===== src/rtl/hdb3_pkg.sv =====
// HDB3 receive checker shared definitions.
// Symbol codes {p,n}, mark polarity, error-type bit indices, lock states.
package hdb3_pkg;

    localparam logic [1:0] SYM_ZERO = 2'b00;
    localparam logic [1:0] SYM_NEG  = 2'b01;
    localparam logic [1:0] SYM_POS  = 2'b10;
    localparam logic [1:0] SYM_ILL  = 2'b11;

    typedef enum logic [1:0] {
        POL_NONE = 2'b00,
        POL_POS  = 2'b01,
        POL_NEG  = 2'b10
    } pol_e;

    localparam int ERR_BPV   = 0;
    localparam int ERR_ZEROS = 1;
    localparam int ERR_BOTH  = 2;

    typedef enum logic {
        ST_HUNT   = 1'b0,
        ST_LOCKED = 1'b1
    } lock_st_e;

    // Illegal and zero symbols carry no polarity.
    function automatic pol_e sym_pol(input logic [1:0] sym);
        pol_e pol;
        pol = POL_NONE;
        if (sym == SYM_POS) pol = POL_POS;
        if (sym == SYM_NEG) pol = POL_NEG;
        return pol;
    endfunction

endpackage


===== src/rtl/hdb3_lock_fsm.sv =====
// HDB3 link lock/loss machine: HUNT until LOCK_N clean symbols, then
// LOCKED until LOSS_N errored symbols occur with no LOCK_N clean run between.
// Ports: sys_clk, rst_n, sym_strobe (symbol processed), sym_err, locked.
module hdb3_lock_fsm
    import hdb3_pkg::*;
#(
    parameter int LOCK_N = 32,
    parameter int LOSS_N = 4
) (
    input  logic sys_clk,
    input  logic rst_n,
    input  logic sym_strobe,
    input  logic sym_err,
    output logic locked
);

    localparam int CW = $clog2(LOCK_N + 1);
    localparam int LW = $clog2(LOSS_N + 1);
    localparam logic [CW-1:0] C_RUN_LAST  = CW'(LOCK_N - 1);
    localparam logic [LW-1:0] C_LOSS_LAST = LW'(LOSS_N - 1);

    lock_st_e        r_state, w_state_nx;
    logic [CW-1:0]   r_run,   w_run_nx;
    logic [LW-1:0]   r_loss,  w_loss_nx;

    always_ff @(posedge sys_clk or negedge rst_n) begin
        if (!rst_n) begin
            r_state <= ST_HUNT;
            r_run   <= '0;
            r_loss  <= '0;
        end else begin
            r_state <= w_state_nx;
            r_run   <= w_run_nx;
            r_loss  <= w_loss_nx;
        end
    end

    always_comb begin
        w_state_nx = r_state;
        w_run_nx   = r_run;
        w_loss_nx  = r_loss;
        if (sym_strobe) begin
            unique case (r_state)
                ST_HUNT: begin
                    if (sym_err) begin
                        w_run_nx = '0;
                    end else if (r_run == C_RUN_LAST) begin
                        w_run_nx   = '0;
                        w_state_nx = ST_LOCKED;
                    end else begin
                        w_run_nx = r_run + 1'b1;
                    end
                end
                ST_LOCKED: begin
                    if (sym_err) begin
                        w_run_nx = '0;
                        if (r_loss == C_LOSS_LAST) begin
                            w_loss_nx  = '0;
                            w_state_nx = ST_HUNT;
                        end else begin
                            w_loss_nx = r_loss + 1'b1;
                        end
                    end else if (r_run == C_RUN_LAST) begin
                        // a full clean run forgives earlier errors
                        w_run_nx  = '0;
                        w_loss_nx = '0;
                    end else begin
                        w_run_nx = r_run + 1'b1;
                    end
                end
            endcase
        end
    end

    assign locked = (r_state == ST_LOCKED);

endmodule


===== config.mk =====
export PLATFORM = sky130hd
export DESIGN_NAME = hdb3_lock_fsm
export DESIGN_NICKNAME = d
export VERILOG_FILES = /design/src/rtl/hdb3_pkg.sv /design/src/rtl/hdb3_lock_fsm.sv
export SDC_FILE = /design/constraint.sdc
export NUM_CORES = 1
export LEC_CHECK = 0
export ABC_AREA = 1
export CORE_MARGIN = 5
export CORE_UTILIZATION = 40
export CTS_CLUSTER_SIZE = 25
export DETAILED_ROUTE_END_ITERATION = 10
export GPL_TIMING_DRIVEN = 0
export PLACE_DENSITY = 0.56
export SETUP_SLACK_MARGIN = 0.1
export SLEW_MARGIN = 5
export SYNTH_ARGS = -nofsm -noshare
export SYNTH_HDL_FRONTEND = slang
export SYNTH_SLANG_ARGS = --single-unit

===== constraint.sdc =====
create_clock -name sys_clk -period 1.5 [get_ports sys_clk]
set_clock_uncertainty 0.2 [all_clocks]
set_input_delay 0.3 -clock sys_clk [delete_from_list [all_inputs] [get_ports sys_clk]]
set_output_delay 0.3 -clock sys_clk [all_outputs]
set_load 0.02 [all_outputs]

==> run_1/wires.png <==
Only two layers are drawn.
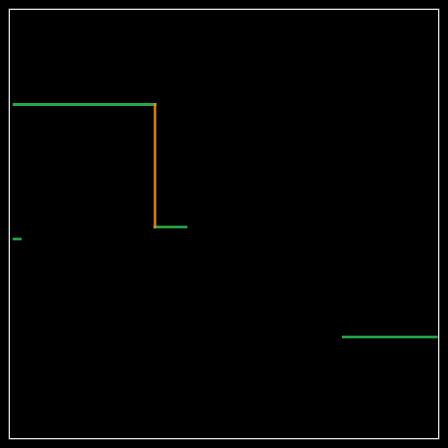
- green: metal 3 (wire length 30.1 um)
- orange: metal 4 (wire length 13.6 um)

==> run_1/io_fan.png <==
The bar under the picture is 10 um long.
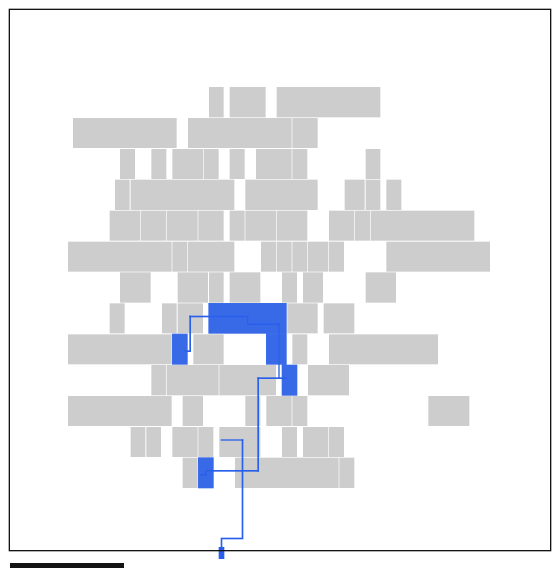
- blue: `sym_err` (bits 1; direction input; edge south; end cells 5; buffers 1; wire 45.8 um)

==> run_1/clk_routes.png <==
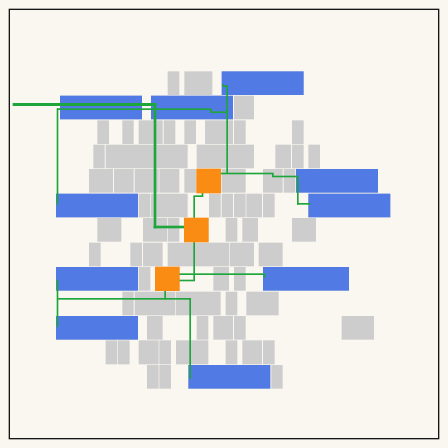
- orange: clock drivers (count 3)
- blue: flip-flops (count 10)
- green: clock wires (length 145 um)
- routed clock nets: 4

run 1: routing by layer:
layer,vias to the layer above,routed length [um]
li1,248,-
met1,217,539
met2,3,479
met3,2,30
met4,0,13
met5,-,0
run 1: flip-flops by register name, summed over array words and instances (netlist names):
| name | flops |
|---|---|
| r_loss | 3 |
| locked | 1 |
| r_run | 6 |
run 1: metrics by stage:
stage	power [W]	hold WS (ps)	setup TNS, ps
final	0.0007425	117.0	0
after global routing	0.0008041	123.7	0
after CTS	0.0007400	100.7	0
after detailed placement	0.0004684	274.2	-829.2
after global placement	0.0004668	266.5	-791.4
after floorplan	0.0004326	-195.6	0
run 1: cells by family after synthesis:
kind of cell	Yosys count
buffers and inverters	9
XOR/XNOR	2
AND-OR/OR-AND	6
flip-flops	10
adder cells (fa/ha/maj)	2
AND/OR/NAND/NOR	39
==> flow_summary.yaml, run 1 <==
# synthesis and place-and-route metrics
outcome:
  outcome: "finished, final reports clean"
worst_setup_path:
  reg2reg_from: "r_run[0]"
  r2r-end: "r_run[0]"
  cp_data_required_time_ps: 1450
  cp_max_fo: 3
  cpLargestDelayFamily: "flip-flops"
  r2r_slack_ps: 120
  cp.depth: 6
  crit_path_start: "r_run[0]"
  worstSetupPathType: "register to register"
  cp_cell_sequence: "ha_4 -> nand3_4 -> buf_4 -> nor2_1 -> nor2_1 -> o21a_1"
die:
  ios: 5
  core_sq_um: 1318
  die-area_sq_um: 2262
finish:
  final_core_util_pct: 54.13
  final_layout_size_suffix_gt1_share_pct: 27.16
  clk_share_pct: 5.088
  nMultiInputCombCells: 49
  nets: 88
  num_antenna_cells: 0
  stdcell_area_sq_um: 713.2
  final_cell_mix: "19 x nand2_1, 9 x dfrtp_1, 8 x nor2_1, 7 x inv_1, 7 x buf_4"
  logic_area_sq_um: 299.0
  clkbuf_count: 4
  inv_count: 8
  syn_to_final_growth_pct: 26.39
  regArea_sq_um: 251.5
  fin_cells: 96
drt:
  vias: 470
  route.detailed.drc: 0
  drt-total-wl_um: 1062
  first_pass_iters: 4
  vias_per_cell: 4.896
  drt-initial-drc-count: 8
yosys:
  avgSynthCellArea_sq_um: 8.298
  synthCells: 68
  ys_ff: 10
  syn_area_sq_um: 564.3
  fa_ha_area_share_pct: 4.435
  synthTopCellsByCount: "19 x nand2_1, 10 x dfrtp_1, 9 x nor2_1, 7 x inv_1, 4 x nand4_1"
  async_flop_share_pct: 100.0
  top_cell_area_share_pct: 44.35
  synth_cell_type_count: 21
  ys_warn_count: 0
  xor_share_pct: 3.104
  mux_share_pct: 0
  top_area_cell: "dfrtp_1"
  synth.most_common_cell: "nand2_1"
  synth.net_count: 74
  ys_sh_aoi_pct: 8.869
global_routing:
  grt_usage_pct: 11.92
  grt_busiest_layer: "met1"
  grtUsageMet2_pct: 16.31
  overflow: 0
job:
  maxCapViolations: 0
  warning_count: 28
placement:
  placed_area_sq_um: 613.1
  io_buffers: 3
  dp.cells: 86
hold_path:
  hold_class: "input pin to register"
pwr:
  combPwrFrac_pct: 21.2
  p_clk_w: 0.000238
  seqPwrFrac_pct: 46.8
  power_density_nw_per_um2: 1041
clocking:
  hold_buffers: 0
  post-cts-setup-buffers: 5
  cts_buffer_depth: 2
  clk_pin_slew_worst_paths_ps: 70
sta:
  max_freq_mhz: 722.2
==> run 2, diff against run 1 <==
- CORE_AREA: default -> 5 5 42 44
- CORE_MARGIN: 5 -> default
- CORE_UTILIZATION: 40 -> default
- DIE_AREA: default -> 0 0 47 49
- PLACE_DENSITY: 0.56 -> 0.59
==> run_2/io_fan.png <==
The bar under the picture is 10 um long.
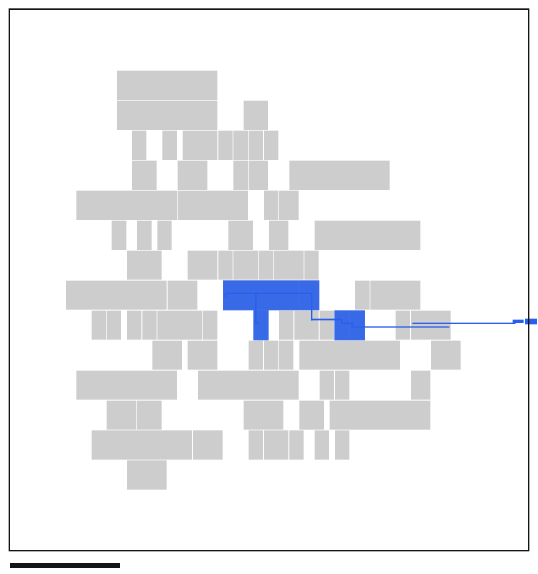
- blue: `sym_err` (bits 1; direction input; edge east; end cells 5; buffers 1; wire 36.6 um)

==> run_2/placement_by_type.png <==
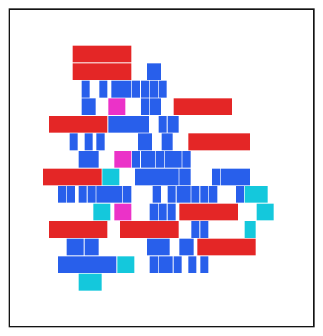
- cyan: remaining buffers and delay cells (cells 7; share of their area 8.4%)
- magenta: clock drivers (cells 3; share of their area 3.4%)
- blue: combinational and other logic (cells 57; share of their area 50%)
- red: sequential cells (cells 10; share of their area 38%)

==> run 2 against run 1 <==
Combinational power is 3% higher. First-iteration DRC count shrank 38%. Sequential cell count stayed put. Clock-buffer cell count is 1 lower. Setup slack improved by 1.3 ps. Critical path depth stayed put. Hold slack improved by 1.3 ps. Utilization is 5.7 points lower. Fmax barely moved. Global-route usage is 0.58 points lower. Clock power decreased by 27%. Via count is 3.8% lower.
==> flow_summary.yaml, run 2 <==
# synthesis and place-and-route metrics
clocking:
  hold_buffers: 0
  post-cts-setup-buffers: 2
  cts_buffer_depth: 2
outcome:
  outcome: "finished, final reports clean"
finish:
  regArea_sq_um: 251.5
  logic_area_sq_um: 299.0
  top_register: "r_run"
  largest_register_ffs: 6
  syn_to_final_growth_pct: 20.18
  final_layout_size_suffix_gt1_share_pct: 23.38
  fin_cells: 93
  nMultiInputCombCells: 49
  num_antenna_cells: 0
yosys:
  ys_warn_count: 0
  syn_area_sq_um: 564.3
  ys_sh_aoi_pct: 8.869
  top_cell_area_share_pct: 44.35
  async_flop_share_pct: 100.0
  ys_ff: 10
  xor_share_pct: 3.104
  synth_cell_type_count: 21
  synthTopCellsByCount: "19 x nand2_1, 10 x dfrtp_1, 9 x nor2_1, 7 x inv_1, 4 x nand4_1"
  mux_share_pct: 0
pwr:
  p_clk_w: 0.000173
  seqPwrFrac_pct: 50.9
placement:
  dp.cells: 87
  io_buffers: 3
worst_setup_path:
  cp_data_required_time_ps: 1440
  r2r_slack_ps: 120
  reg2reg_from: "r_run[0]"
  cp_cell_sequence: "ha_4 -> nand3_4 -> o21bai_4 -> nand3_2 -> nand2_1 -> nand2_1"
  cp_max_fo: 5
  worstSetupPathType: "register to register"
drt:
  vias: 452
  route.detailed.drc: 0
  wl_met2_um: 537
  dr_wl_met3_um: 25
  drt-total-wl_um: 1037
  drt-initial-drc-count: 5
  wl_met1_um: 461
  highest_layer: "met4"
global_routing:
  grtUsageMet2_pct: 17.65
  overflow: 0
job:
  warning_count: 28
die:
  die-area_sq_um: 2303
  ios: 5
==> run_2/clk_routes.png <==
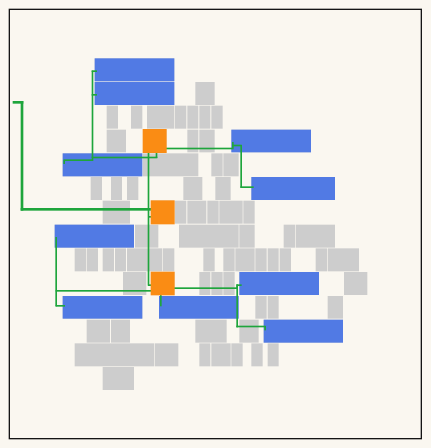
- blue: flip-flops (count 10)
- orange: clock drivers (count 3)
- green: clock wires (length 126 um)
- routed clock nets: 4

## run 2: cell counts after synthesis
Identical to the previous run, type by type.
## run 2: per-stage QoR
stage	setup slack [ps]	cell area (sq um)	utilization, %	hold slack, ps	setup TNS (ps)
after detailed placement	-81.16	614.3	43.84	287.7	-569.3
after global placement	-84.24	614.3	43.84	274.3	-684.0
final	116.8	678.2	48.39	118.3	0
after floorplan	173.3	564.3	-	-195.6	0
after global routing	37.92	678.2	48.39	117.8	0
after CTS	99.92	668.1	47.68	110.4	0
## run 2: how the worst max path moves through the flow
stage,endpoint,slack [ps],cells after the start
after floorplan,r_loss[0],170,6
after CTS,r_loss[2],100,6
after global routing,r_loss[2],40,6
after detailed placement,locked,-80,1
after global placement,r_loss[2],-80,5
final,r_loss[2],120,6
Power and IR drop assume default switching activity.
